Run 1, placement view:
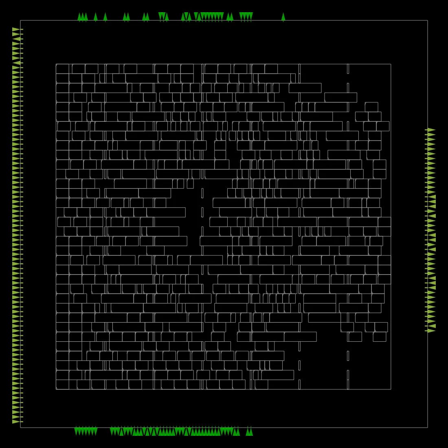
Run 1, cell sizes after repair:
Scale: 2 px per µm.
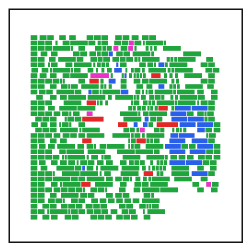
Run 1, signal metal coverage by tile:
Scale: 3 px per µm. The die is cut into 23 by 23 equal tiles; dark purple is low, yellow is high, scaled to the fullest tile. Values are wire area over tile area, all layers added.
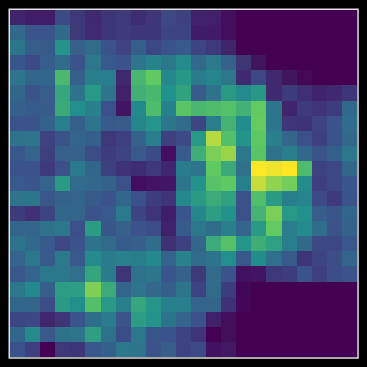
Run 1, close-up of the layout:
Window x 33 to 83, y 56 to 106 µm. Cells in grey, sequential cells in the stronger grey; small squares are vias.
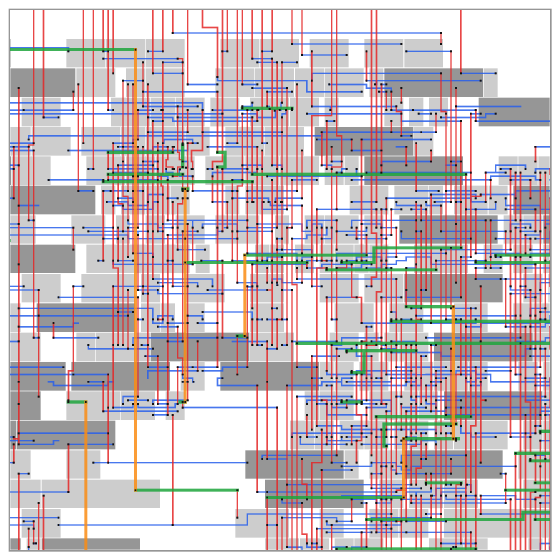
`src/rtl/wb_arbiter.sv`:
```
// -----------------------------------------------------------------------------
// wb_arbiter
//
// Writeback arbiter and register scoreboard for a small in-order core.
//
// Three writeback sources share one register-file write port. The round-robin
// pointer picks the first valid source at or after it. The winner's address
// and data are registered and appear on the register-file port one cycle
// later. A scoreboard holds one busy bit per architectural register. Issue
// sets the bit and the matching writeback clears it. hazard_o reports when a
// source operand still has a write in flight.
//
// Ports
//   clk_i          clock, all state updates on the rising edge
//   rst_ni         asynchronous active-low reset
//   req_valid_i    per-requester writeback valid (0=ALU, 1=load, 2=mul/div/CSR)
//   req_addr_i     destination register, requester k at [5k+4:5k]
//   req_data_i     write data, requester k at [32k+31:32k]
//   req_ready_o    one-hot grant, combinational
//   rf_wr_o        registered register-file write enable
//   rf_rd_addr_o   registered write address (holds when rf_wr_o=0)
//   rf_rd_o        registered write data    (holds when rf_wr_o=0)
//   issue_valid_i  an instruction with a destination is issued this cycle
//   issue_rd_i     destination register of the issued instruction
//   rs1_addr_i     first source register to check
//   rs2_addr_i     second source register to check
//   hazard_o       a source register has a pending write
//   busy_o         scoreboard, one bit per architectural register
// -----------------------------------------------------------------------------
module wb_arbiter #(
  parameter int NREQ = 3  // number of writeback requesters, fixed at 3
) (
  input  logic                 clk_i,
  input  logic                 rst_ni,

  input  logic [NREQ-1:0]      req_valid_i,
  input  logic [5*NREQ-1:0]    req_addr_i,
  input  logic [32*NREQ-1:0]   req_data_i,
  output logic [NREQ-1:0]      req_ready_o,

  output logic                 rf_wr_o,
  output logic [4:0]           rf_rd_addr_o,
  output logic [31:0]          rf_rd_o,

  input  logic                 issue_valid_i,
  input  logic [4:0]           issue_rd_i,
  input  logic [4:0]           rs1_addr_i,
  input  logic [4:0]           rs2_addr_i,
  output logic                 hazard_o,
  output logic [31:0]          busy_o
);

  // Round-robin pointer: index of the requester with highest priority.
  logic [1:0]  ptr_q;
  logic [1:0]  ptr_d;

  // Scoreboard.
  logic [31:0] busy_q;
  logic [31:0] busy_d;

  // Arbitration result.
  logic [NREQ-1:0] grant;
  logic [1:0]      slot;
  logic            transfer;
  logic [4:0]      sel_addr;
  logic [31:0]     sel_data;
  logic            write_en;

  // Successor of a requester index, wrapping at NREQ.
  function automatic logic [1:0] next_slot(input logic [1:0] s);
    return (s == 2'(NREQ - 1)) ? 2'd0 : s + 2'd1;
  endfunction

  // ---------------------------------------------------------------------------
  // Grant: walk the requesters starting at the pointer and take the first
  // valid one. The walk is unrolled, so this is a small priority mux.
  // ---------------------------------------------------------------------------
  always_comb begin
    // NOTE: every variable written in a combinational block gets a default
    // first; a path that leaves one unassigned infers a latch.
    grant = '0;
    slot  = ptr_q;
    for (int i = 0; i < NREQ; i++) begin
      if (grant == '0 && req_valid_i[slot]) begin
        grant[slot] = 1'b1;
      end
      slot = next_slot(slot);
    end
  end

  assign req_ready_o = grant;
  assign transfer    = |grant;

  // Steer the winner's address and data, and compute the next pointer.
  always_comb begin
    sel_addr = '0;
    sel_data = '0;
    ptr_d    = ptr_q;
    for (int k = 0; k < NREQ; k++) begin
      if (grant[k]) begin
        sel_addr = req_addr_i[5*k +: 5];
        sel_data = req_data_i[32*k +: 32];
        ptr_d    = next_slot(2'(k));
      end
    end
  end

  // x0 is hardwired: the transfer is accepted but never reaches the file.
  assign write_en = transfer && (sel_addr != 5'd0);

  // ---------------------------------------------------------------------------
  // Scoreboard update. The clear is applied before the set, so an issue to
  // the register being written back in the same cycle leaves it busy: the
  // newer instruction still owes a result.
  // ---------------------------------------------------------------------------
  always_comb begin
    busy_d = busy_q;
    if (write_en) begin
      busy_d[sel_addr] = 1'b0;
    end
    if (issue_valid_i && issue_rd_i != 5'd0) begin
      busy_d[issue_rd_i] = 1'b1;
    end
    busy_d[0] = 1'b0;
  end

  // Checked against registered state only; a writeback arriving this cycle
  // does not hide the hazard until it has been registered.
  assign hazard_o = ((rs1_addr_i != 5'd0) && busy_q[rs1_addr_i]) ||
                    ((rs2_addr_i != 5'd0) && busy_q[rs2_addr_i]);

  assign busy_o = busy_q;

  // ---------------------------------------------------------------------------
  // State registers. Reset also clears the write port, so a transfer captured
  // just before reset never produces a write after release.
  // ---------------------------------------------------------------------------
  always_ff @(posedge clk_i or negedge rst_ni) begin
    // NOTE: sequential state uses non-blocking assignments so every register
    // samples pre-edge values regardless of statement order.
    if (!rst_ni) begin
      ptr_q        <= 2'd0;
      busy_q       <= '0;
      rf_wr_o      <= 1'b0;
      rf_rd_addr_o <= '0;
      rf_rd_o      <= '0;
    end else begin
      ptr_q   <= ptr_d;
      busy_q  <= busy_d;
      rf_wr_o <= write_en;
      if (write_en) begin
        rf_rd_addr_o <= sel_addr;
        rf_rd_o      <= sel_data;
      end
    end
  end

endmodule

```
`config.mk`:
```
export PLATFORM = sky130hd
export DESIGN_NAME = wb_arbiter
export DESIGN_NICKNAME = d
export VERILOG_FILES = /design/src/rtl/wb_arbiter.sv
export SDC_FILE = /design/constraint.sdc
export NUM_CORES = 1
export LEC_CHECK = 0
export CORE_MARGIN = 10
export CORE_UTILIZATION = 44
export DETAILED_ROUTE_END_ITERATION = 8
export GPL_ROUTABILITY_DRIVEN = 0
export HOLD_SLACK_MARGIN = 0.02
export PLACE_DENSITY = 0.87
export SYNTH_ARGS = -nofsm -noshare
export SYNTH_HDL_FRONTEND = slang
export SYNTH_SLANG_ARGS = --single-unit
```
`constraint.sdc`:
```
create_clock -name clk_i -period 7.3 [get_ports clk_i]
set_input_delay 1.46 -clock clk_i [delete_from_list [all_inputs] [get_ports clk_i]]
set_output_delay 1.46 -clock clk_i [all_outputs]
set_load 0.005 [all_outputs]
```
==> impl_metrics.tcl, run 1 <==
# place-and-route summary
set metrics [dict create \
    cts.path.max_buffers 2 \
    regMostFlops "rf_rd_o" \
    crit_start "rs1_addr_i[0]" \
    die_w_um 116 \
    tightest_slew_ns 1.33 \
    syn_area_um2 4040 \
    die_h_um 116 \
    postRouteAntennaNets 0 \
    dieArea_um2 13400 \
    hpwl_um 12500 \
    cts_root_buf "clkbuf_8" \
    tool_warnings 27 \
    critPathMaxStageDelay_ns 0.73 \
    numCtsBuffers 9 \
    compound_area_frac 0.215 \
    holdPathStages 2 \
    clk_pin_slew_worst_paths_ns 0.06 \
    cts_tree "built" \
    drt_first_pass_iters 9 \
    postCtsSetupBuffers 0 \
    num_vias 4168 \
    insertion_delay_ns 0.35 \
    timing.final.crit_share 0.737 \
    synthTopLogicFamily "AND-OR/OR-AND gates" \
    cts_resized 0 \
    muxShareOfSynthArea 0.190 \
    max-vdd-ir-drop_v 0.000156 \
    flop_cell "dfrtp_1" \
    status "finished, final reports clean" \
    async_reset_ff_frac 1.00 \
    crit_chain "clkdlybuf4s50_1 -> mux4_2 -> mux4_2 -> mux2i_1 -> nand2_1 -> clkdlybuf4s50_1" \
    slew_headroom 0.106 \
    antenna_found_initial 0 \
    antennaDiodeCount 0 \
    r2r_slack_ns 4.02 \
]
## Picture notes: 'placement view'
Filler cells: 628
cell row count: 34
Finished Layout Cells: 676
sequential cell count: 71
Tap Count: 108

## Picture notes: 'cell sizes after repair'
| colour | size | cells | most used |
|---|---|---|---|
| magenta | drive 3 to 4 | 7 | buf_4 |
| green | drive 1 or less | 518 | clkdlybuf4s50_1 |
| blue | drive 2 | 32 | mux4_2 |
| red | drive 6 and up | 11 | clkbuf_8 |
Layout area overhead: 56.7%
design area: 6330 µm²
Buffers excl. clock: 207
setup ws final: 1.92 ns

## Picture notes: 'signal metal coverage by tile'
mean over tiles: 0.20
emptiest ninth of the die: south-east
densest ninth of the die: east
tiles over half the peak: 14%
nearly empty tiles: 14%

## Picture notes: 'close-up of the layout'
| colour | layer |
|---|---|
| red | met2 |
| green | met3 |
| blue | met1 |
| orange | met4 |
sequential cells in the window: 20
cells with their middle in the window: 172
most frequent: clkdlybuf4s50_1 (32), o21ai_0 (20), dfrtp_1 (20)
netlist names of flops here include: busy_o (8), rf_rd_addr_o (5), rf_rd_o (4)

run 1: cells by family after synthesis:
family / Yosys count
compound gates: 117
xor+xnor: 1
buf+inv: 70
flops: 71
mux: 55
other cells: 1
simple gates: 60
run 1: final cells by class:
class	count	area [µm²]
fillers	628	2480
flip-flops and latches	71	1780
repair buffers	207	2060
well taps	108	135
clock buffers	9	124
clock inverters	6	86.3
inverters	41	154
multi-input cells	234	1990
run 1: layer usage:
layer	global-route usage	wire [µm]	vias to the layer above	share of wire
li1	-	-	1833	-
met1	0.264	5680	2010	0.36
met2	0.389	7540	284	0.48
met3	0.0972	2010	41	0.13
met4	0.0759	369	0	0.024
met5	0	0	-	0
run 1: power by group:
group	switching, mW	internal [mW]
clock network	0.146	0.190
registers	0.187	0.576
logic	0.487	0.642
total	0.820	1.41
run 1: per-stage QoR:
stage | cell area (µm²) | instances | util | hold WS, ns | setup slack [ns]
finish | 6330 | 676 | 0.718 | 0.514 | 1.92
global route | 6330 | 676 | 0.718 | 0.539 | 1.85
CTS | 6330 | 676 | 0.718 | 0.520 | 1.91
detailed placement | 6120 | 661 | 0.695 | 0.508 | 1.91
global placement | 6120 | 661 | 0.695 | 0.506 | 2.00
floorplan | 4040 | 375 | - | 0.511 | 2.85
run 1: worst min-delay path: stages, from the launching register on:
cell,delay [ns]
dfrtp_1,0.37
inv_1,0.05
mux2i_1,0.05
run 1: worst min-delay path by stage:
stage                            from           to  slack, ns
after global routing       rf_rd_o[5]   rf_rd_o[5]       0.54
after global placement     rf_rd_o[3]   rf_rd_o[3]       0.51
after CTS                 rf_rd_o[22]  rf_rd_o[22]       0.52
after floorplan            busy_o[23]   busy_o[23]       0.51
after detailed placement   rf_rd_o[5]   rf_rd_o[5]       0.51
final                     rf_rd_o[22]  rf_rd_o[22]       0.51
## Run 2: what changed since run 1
- CORE_UTILIZATION: 44 -> 37
- PLACE_DENSITY: 0.87 -> 0.78
- clock period: 7.3 -> 4.85 ns (I/O delays scaled with it)
Run 2, PDN straps and rails:
Scale: 4 px per µm. Pins as bars on the die edge.
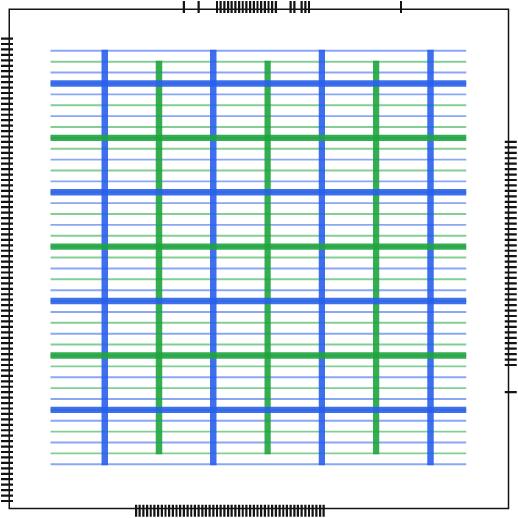
| colour | net |
|---|---|
| blue | VSS |
| green | VDD |
rows: 38
met5 straps: 7

==> impl_metrics.tcl, run 2 <==
# place-and-route summary
set metrics [dict create \
    status "finished, final reports clean" \
    drt_first_pass_iters 8 \
    postCtsSetupBuffers 0 \
    cts_root_buf "clkbuf_8" \
    compound_area_frac 0.215 \
    crit_start "rs1_addr_i[0]" \
    insertion_delay_ns 0.35 \
    dieArea_um2 15500 \
    die_w_um 124 \
    regMostFlops "rf_rd_o" \
    antennaDiodeCount 0 \
    crit_chain "clkdlybuf4s50_1 -> mux4_2 -> mux4_2 -> mux2i_1 -> nand2_1 -> clkdlybuf4s50_1" \
    area_growth_pct 57.8 \
    tool_warnings 26 \
    num_vias 4167 \
    flop_cell "dfrtp_1" \
    slew_headroom 0.262 \
    max-vdd-ir-drop_v 0.000271 \
    antenna_found_initial 0 \
    cts_resized 0 \
    hpwl_um 11900 \
    muxShareOfSynthArea 0.190 \
]
Run 2, placement view:
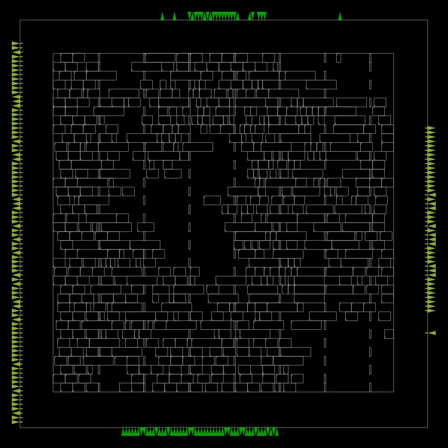
Filler cells: 934
Tap Count: 140
Finished Layout Cells: 713
Core Area: 10700 µm²
final core occ: 0.593

-- run 2: cell counts after synthesis --
Identical to the previous run, type by type.
-- run 2: routing by layer --
| layer | up-vias | part of all wire | GRT usage |
|---|---|---|---|
| li1 | 1843 | - | - |
| met1 | 1995 | 0.36 | 0.209 |
| met2 | 307 | 0.49 | 0.319 |
| met3 | 22 | 0.13 | 0.0834 |
| met4 | 0 | 0.015 | 0.0596 |
| met5 | - | 0 | 0 |
-- run 2: where the power goes --
group          switching (mW)  internal (mW)  leakage (nW)
clock network           0.244          0.201        0.0849
registers               0.263          0.866         0.876
logic                   0.716          0.981          1.77
total                    1.22           2.05          2.73
-- run 2: how the worst min path moves through the flow --
stage | start | to | depth (start not counted)
after floorplan | busy_o[23] | busy_o[23] | 1
after global placement | rf_rd_o[2] | rf_rd_o[2] | 2
after detailed placement | rf_rd_o[17] | rf_rd_o[17] | 2
after CTS | rf_rd_o[10] | rf_rd_o[10] | 2
after global routing | rf_rd_o[10] | rf_rd_o[10] | 2
final | rf_rd_o[10] | rf_rd_o[10] | 2
-- run 2: area by class of cell --
class,count,area share
well taps,140,0.0275
multi-input cells,234,0.312
clock buffers,10,0.0216
clock inverters,6,0.00707
repair buffers,211,0.328
flip-flops and latches,71,0.279
inverters,41,0.0242
-- run 2: stage by stage --
stage / total power [mW] / cell area (µm²) / hold slack (ns) / std cells / setup WS [ns]
global route: 3.49 / 6370 / 0.537 / 713 / 0.342
floorplan: 1.82 / 4040 / 0.511 / 375 / 1.38
detailed placement: 2.84 / 6190 / 0.508 / 697 / 0.452
CTS: 3.29 / 6370 / 0.523 / 713 / 0.440
finish: 3.27 / 6370 / 0.518 / 713 / 0.467
global placement: 2.78 / 6190 / 0.504 / 697 / 0.521
## Run 3: what changed since run 2
- CORE_UTILIZATION: 37 -> 40
- PLACE_DENSITY: 0.78 -> 0.81
- clock period: 4.85 -> 4.4 ns (I/O delays scaled with it)
Run 3, close-up of the layout:
Window x 35 to 85, y 59 to 109 µm. Cells in grey, sequential cells in the stronger grey; small squares are vias.
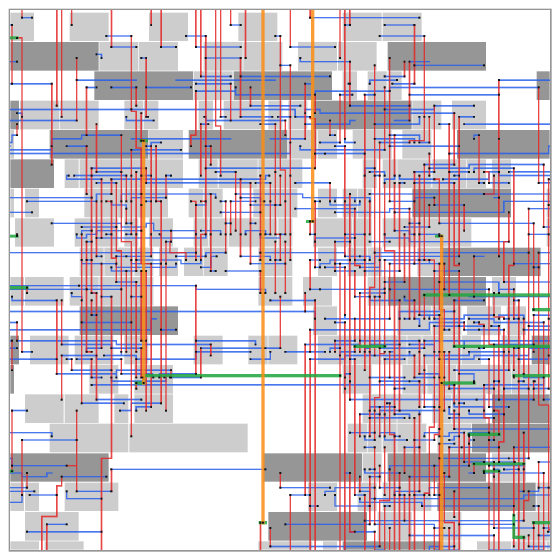

==> impl_metrics.tcl, run 3 <==
# place-and-route summary
set metrics [dict create \
    route.met3.wl_um 1510 \
    status "finished, final reports clean" \
    final-nonclk-buf-share 0.328 \
    insertion_delay_ns 0.35 \
    top_layer "met4" \
    fin_area_um2 6410 \
    dieArea_um2 14500 \
    antenna_found_initial 0 \
    tool_warnings 26 \
    n_all_buffers 211 \
    core-area_um2 9820 \
    fillers 782 \
    sh_comb_area 0.310 \
    logic_gate_count 234 \
    wl_met1_um 6100 \
    die_w_um 120 \
    dr_wl_met2_um 7470 \
    drt_first_pass_iters 8 \
    area_growth_pct 58.8 \
    flop_cell "dfrtp_1" \
    dominant-cell-class "buffers" \
    whs_ns 0.521 \
    flops 71 \
    hpwl_um 12300 \
    seq_area_frac 0.277 \
    slew_headroom 0.298 \
]
Run 3, signal metal coverage by tile:
Scale: 3 px per µm. The die is cut into 24 by 24 equal tiles; dark purple is low, yellow is high, scaled to the fullest tile. Values are wire area over tile area, all layers added.
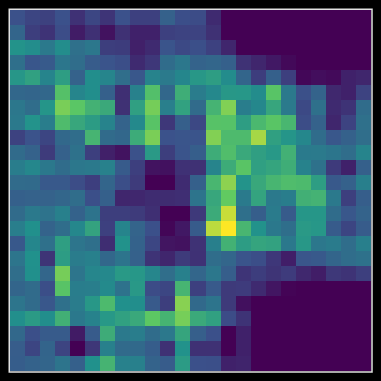
emptiest ninth of the die: south-east
mean over tiles: 0.18
nearly empty tiles: 16%
fullest tile: 0.57
densest ninth of the die: east
vias: 4128
final wirelength: 15400 µm
WL per Instance: 21.8 µm

-- run 3: cell counts after synthesis --
No cell type changed its count.
-- run 3: critical path, cell delays in order --
cell and delay, ns:
clkdlybuf4s50_1 0.71, mux4_2 0.56, mux4_2 0.49, mux2i_1 0.15, nand2_1 0.08, clkdlybuf4s50_1 0.46
-- run 3: final timing paths --
kind	cells after the start	start	slack, ns	end
min in group asynchronous	1	rst_ni	0.64	busy_o[6]
max reg2reg	10	ptr_q[0]	1.25	rf_rd_o[9]
min reg2reg	2	rf_rd_o[30]	0.52	rf_rd_o[30]
min	2	rf_rd_o[30]	0.52	rf_rd_o[30]
max	6	rs1_addr_i[0]	0.19	hazard_o
max in group asynchronous	1	rst_ni	3.17	busy_o[16]
-- run 3: power breakdown --
| group | switching, mW | internal, mW | total, mW |
|---|---|---|---|
| logic | 0.808 | 1.08 | 1.89 |
| registers | 0.290 | 0.955 | 1.25 |
| clock network | 0.260 | 0.320 | 0.580 |
-- run 3: cell families after synthesis --
| group | after synthesis | share of synthesized area |
|---|---|---|
| AND-OR/OR-AND | 117 | 0.215 |
| XOR/XNOR | 1 | 0.00217 |
| buffers and inverters | 70 | 0.0719 |
| flip-flops | 71 | 0.440 |
| multiplexers | 55 | 0.190 |
| other | 1 | 0.000929 |
| AND/OR/NAND/NOR | 60 | 0.0800 |
-- run 3: stage by stage --
stage                      util  setup slack (ns)  power, mW  std cells
after floorplan               -              1.11       2.01        375
after global placement    0.630             0.250       3.08        690
after detailed placement  0.630             0.193       3.14        690
after CTS                 0.653             0.182       3.73        706
after global routing      0.653            0.0796       3.94        706
final                     0.653             0.191       3.72        706
-- run 3: routing by layer --
metal | GRT usage | up-vias
met3 | 0.0889 | 22
met4 | 0.0649 | 0
met2 | 0.342 | 221
li1 | - | 1841
met5 | 0 | -
met1 | 0.235 | 2044
Power and IR drop assume default switching activity.
